## config.mk

```make
export PLATFORM = sky130hd
export DESIGN_NAME = line_serializer_flat
export DESIGN_NICKNAME = d
export VERILOG_FILES = /design/src/rtl/line_serializer_if.sv /design/src/rtl/line_serializer.sv /design/src/flat_wrapper.sv
export SDC_FILE = /design/constraint.sdc
export NUM_CORES = 1
export LEC_CHECK = 0
export CAP_MARGIN = 20
export CORE_ASPECT_RATIO = 0.7
export CORE_MARGIN = 8
export CORE_UTILIZATION = 50
export CTS_CLUSTER_DIAMETER = 50
export CTS_CLUSTER_SIZE = 25
export DETAILED_ROUTE_END_ITERATION = 16
export PLACE_DENSITY = 0.9
export SLEW_MARGIN = 20
export SYNTH_ARGS = -nofsm -noshare
export SYNTH_HDL_FRONTEND = slang
export SYNTH_SLANG_ARGS = --single-unit
export TNS_END_PERCENT = 10
```

## constraint.sdc

```tcl
create_clock -name clk -period 11.75 [get_ports clk]
set_input_delay 2.35 -clock clk [delete_from_list [all_inputs] [get_ports clk]]
set_output_delay 2.35 -clock clk [all_outputs]
set_load 0.02 [all_outputs]
```

## src/rtl/line_serializer_if.sv

```systemverilog
// Bus between a line source / word sink and the line serializer.
// Valid/ready: a transfer happens on a rising clk edge where valid && ready are both 1.
// The payload must stay stable from the cycle valid rises until that edge.
interface line_serializer_if #(
    parameter int WORD_W = 32,
    parameter int WORDS  = 8
);
    localparam int IDX_W = $clog2(WORDS);

    logic [WORD_W*WORDS-1:0] line_in;
    logic                    line_valid;
    logic                    line_ready;
    logic [WORD_W-1:0]       word_out;
    logic                    word_valid;
    logic                    word_ready;
    logic [IDX_W-1:0]        word_idx;
    logic                    word_last;
    logic                    done;
    logic [1:0]              state_dbg;

    modport master (
        output line_in, line_valid, word_ready,
        input  line_ready, word_out, word_valid, word_idx, word_last, done, state_dbg
    );

    modport slave (
        input  line_in, line_valid, word_ready,
        output line_ready, word_out, word_valid, word_idx, word_last, done, state_dbg
    );
endinterface

```

## src/rtl/line_serializer.sv

```systemverilog
// Sends one cache line as WORDS consecutive words, word 0 first, over a valid/ready stream.
// Every output is decoded from the state register, the shift register or the index register.
module line_serializer #(
    parameter int WORD_W = 32,
    parameter int WORDS  = 8
) (
    input logic              clk,
    input logic              rst,
    line_serializer_if.slave bus
);
    localparam int IDX_W = $clog2(WORDS);
    localparam int LINE_W = WORD_W * WORDS;
    localparam logic [IDX_W-1:0] LAST_IDX = IDX_W'(WORDS - 1);

    localparam logic [1:0] S_IDLE = 2'd0;
    localparam logic [1:0] S_SEND = 2'd1;
    localparam logic [1:0] S_DONE = 2'd2;

    logic [1:0]        state;
    logic [LINE_W-1:0] shreg;
    logic [IDX_W-1:0]  idx;

    always_ff @(posedge clk or posedge rst) begin
        if (rst) begin
            state <= S_IDLE;
            shreg <= '0;
            idx   <= '0;
        end else begin
            case (state)
                S_IDLE: begin
                    if (bus.line_valid) begin
                        shreg <= bus.line_in;
                        idx   <= '0;
                        state <= S_SEND;
                    end
                end
                S_SEND: begin
                    if (bus.word_ready) begin
                        // The last word is not shifted out, so word_out holds it until the next load.
                        if (idx == LAST_IDX) begin
                            state <= S_DONE;
                        end else begin
                            shreg <= shreg >> WORD_W;
                            idx   <= idx + 1'b1;
                        end
                    end
                end
                S_DONE:  state <= S_IDLE;
                default: state <= S_IDLE;
            endcase
        end
    end

    assign bus.line_ready = (state == S_IDLE);
    assign bus.word_valid = (state == S_SEND);
    assign bus.done       = (state == S_DONE);
    assign bus.word_out   = shreg[WORD_W-1:0];
    assign bus.word_idx   = idx;
    assign bus.word_last  = (state == S_SEND) && (idx == LAST_IDX);
    assign bus.state_dbg  = state;
endmodule

```

## src/flat_wrapper.sv

```systemverilog
// flat-port wrapper written by rule: the top's interface ports become plain ports
module line_serializer_flat 
#(
    parameter int WORD_W = 32,
    parameter int WORDS  = 8
)
  (clk, rst, bus_line_in, bus_line_valid, bus_word_ready, bus_line_ready, bus_word_out, bus_word_valid, bus_word_idx, bus_word_last, bus_done, bus_state_dbg);
  line_serializer_if #(.WORD_W(WORD_W), .WORDS(WORDS)) bus_i ();
  input logic clk;
  input logic rst;
  input wire logic [$bits(bus_i.line_in)-1:0] bus_line_in;
  input wire logic [$bits(bus_i.line_valid)-1:0] bus_line_valid;
  input wire logic [$bits(bus_i.word_ready)-1:0] bus_word_ready;
  output wire logic [$bits(bus_i.line_ready)-1:0] bus_line_ready;
  output wire logic [$bits(bus_i.word_out)-1:0] bus_word_out;
  output wire logic [$bits(bus_i.word_valid)-1:0] bus_word_valid;
  output wire logic [$bits(bus_i.word_idx)-1:0] bus_word_idx;
  output wire logic [$bits(bus_i.word_last)-1:0] bus_word_last;
  output wire logic [$bits(bus_i.done)-1:0] bus_done;
  output wire logic [$bits(bus_i.state_dbg)-1:0] bus_state_dbg;
  assign bus_i.line_in = bus_line_in;
  assign bus_i.line_valid = bus_line_valid;
  assign bus_i.word_ready = bus_word_ready;
  assign bus_line_ready = bus_i.line_ready;
  assign bus_word_out = bus_i.word_out;
  assign bus_word_valid = bus_i.word_valid;
  assign bus_word_idx = bus_i.word_idx;
  assign bus_word_last = bus_i.word_last;
  assign bus_done = bus_i.done;
  assign bus_state_dbg = bus_i.state_dbg;
  line_serializer #(.WORD_W(WORD_W), .WORDS(WORDS)) u_core (.clk(clk), .rst(rst), .bus(bus_i));
endmodule
```

clocks.png
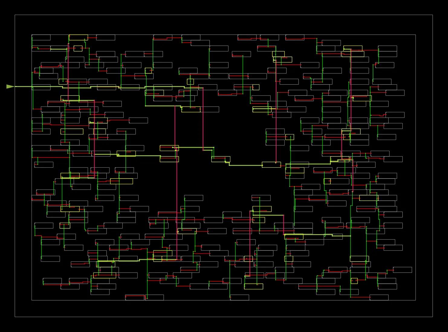
seq_cells: 261
clock latency on the worst-skew pair: 0.53 ns
Worst Clk Skew: 0.0131 ns
# clk buffers: 28
CTS buffer count: 26

==> impl_metrics.toml <==
# flow metrics
[drt]
ant_nets = 0
drt-initial-drc-count = 293
dr.pass1.iters = 4
finalWirelength_um = 30500
via_per_inst = 5.33
vias = 7709

[clock_network]
cts_sinks = 261
cts_tree = "yes"
cts_root_buf = "clkbuf_16"
clockBufferDepth = 3
clkSlewWorstSetupHoldPaths_ns = 0.07
cts_resized = 0

[logic_synthesis]
mux_area_frac = 0.403
synth-edff-count = 0
adder_share = 0.00200
ys_sh_xor = 0
compound_area_frac = 0.0259
synth_cells = 853
synth_top_area_share = 0.521
simple_gate_share = 0.00439
syn_area_um2 = 12500
synthArstFlopShare = 1.00
synth_cell_types = 23
syn_nets = 1115
top_area_cell = "dfrtp_1"
ys_ff = 261
ys_warn_count = 0

[timing]
hold_slack_ns = 0.484
worstMarginPinSlew_ns = 0.980
relSlewSlack = 0.347
setup_violations = 0
fin_crit_sh = 0.531
layout_min_cycle_time_ns = 6.24
fin_ws_ns = 5.51
drv_slew = 0
hold_violations = 0
fmax_ghz = 0.160

[min_path]
hold_path_class = "reg -> reg"

[die]
rows = 48
taps = 325
ios = 301

[critical_path]
worstPathRequired_ns = 9.40
cp_data_arrival_time_ns = 3.89
end_kind = "output port"
path_class = "reg -> out"
reg2reg_slack_ns = 7.56
path_cells = "nand2b_4, inv_4, buf_4, clkdlybuf4s50_1"
critPathTopFamily = "buffers and inverters"
slowest_delay_ns = 0.76
crit_slowest_cell = "buf_4"

[grt]
antenna_found_initial = 7
grt_pass1_wl_um = 47700
grt_pass1_vias = 8652

[layout]
largest_reg_flops = 256
syn_to_final_growth_pct = 31.6
diodes = 0
clk_share = 0.0593
final_common_cell = "mux2_2"
buffers = 309
fin_area_um2 = 16500
fin_cells = 1445
nNetsFinal = 1363
largest-register = "u_core.shreg"
buf_share = 0.186

[run_status]
outcome = "complete, no violations"

[job]
warnings = 28

[place]
place_ws_ns = 5.94
gp_congestion = 0.781
portBuffers = 300

[power]
p_per_area_nw_per_um2 = 257
irDropWorstVdd_mv = 0.233
leakagePower_nw = 7.11
cell_density.png
(2 px per µm) The die is cut into 21 by 15 equal tiles; black is low, pale yellow is high, 0 to 100% covered.
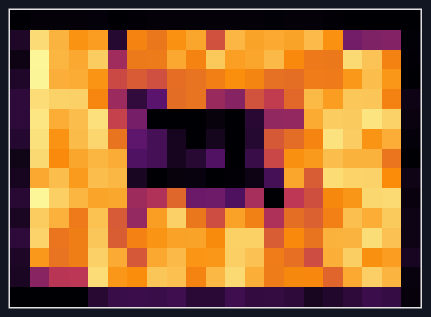
mean over tiles	53%
nearly empty tiles	14%
fullest tile	98%
tiles over 75% full	40%
emptiest ninth of the die	centre

-- per-layer routing --
| layer | global-route usage | vias to the layer above | wire, µm |
|---|---|---|---|
| met1 | 0.243 | 3884 | 12700 |
| li1 | - | 3562 | - |
| met5 | 0 | - | 85 |
| met4 | 0.0307 | 14 | 403 |
| met2 | 0.330 | 207 | 14800 |
| met3 | 0.0719 | 42 | 2580 |
-- cell usage after synthesis, types with 2 or more instances --
cell type and count:
a21o_1 2, a22o_1 32, buf_2 43, buf_4 36, clkbuf_1 9, dfrtp_1 261
ha_1 2, inv_1 3, mux2_1 27, mux2_2 421, nand2_1 2, nor2b_1 2
o211ai_1 2, o21ai_0 2
-- power breakdown --
group          switching (W)  internal [W]
registers           0.000219       0.00132
logic               0.000680       0.00109
clock network       0.000398      0.000535
Power is estimated from default activity; no workload was simulated.
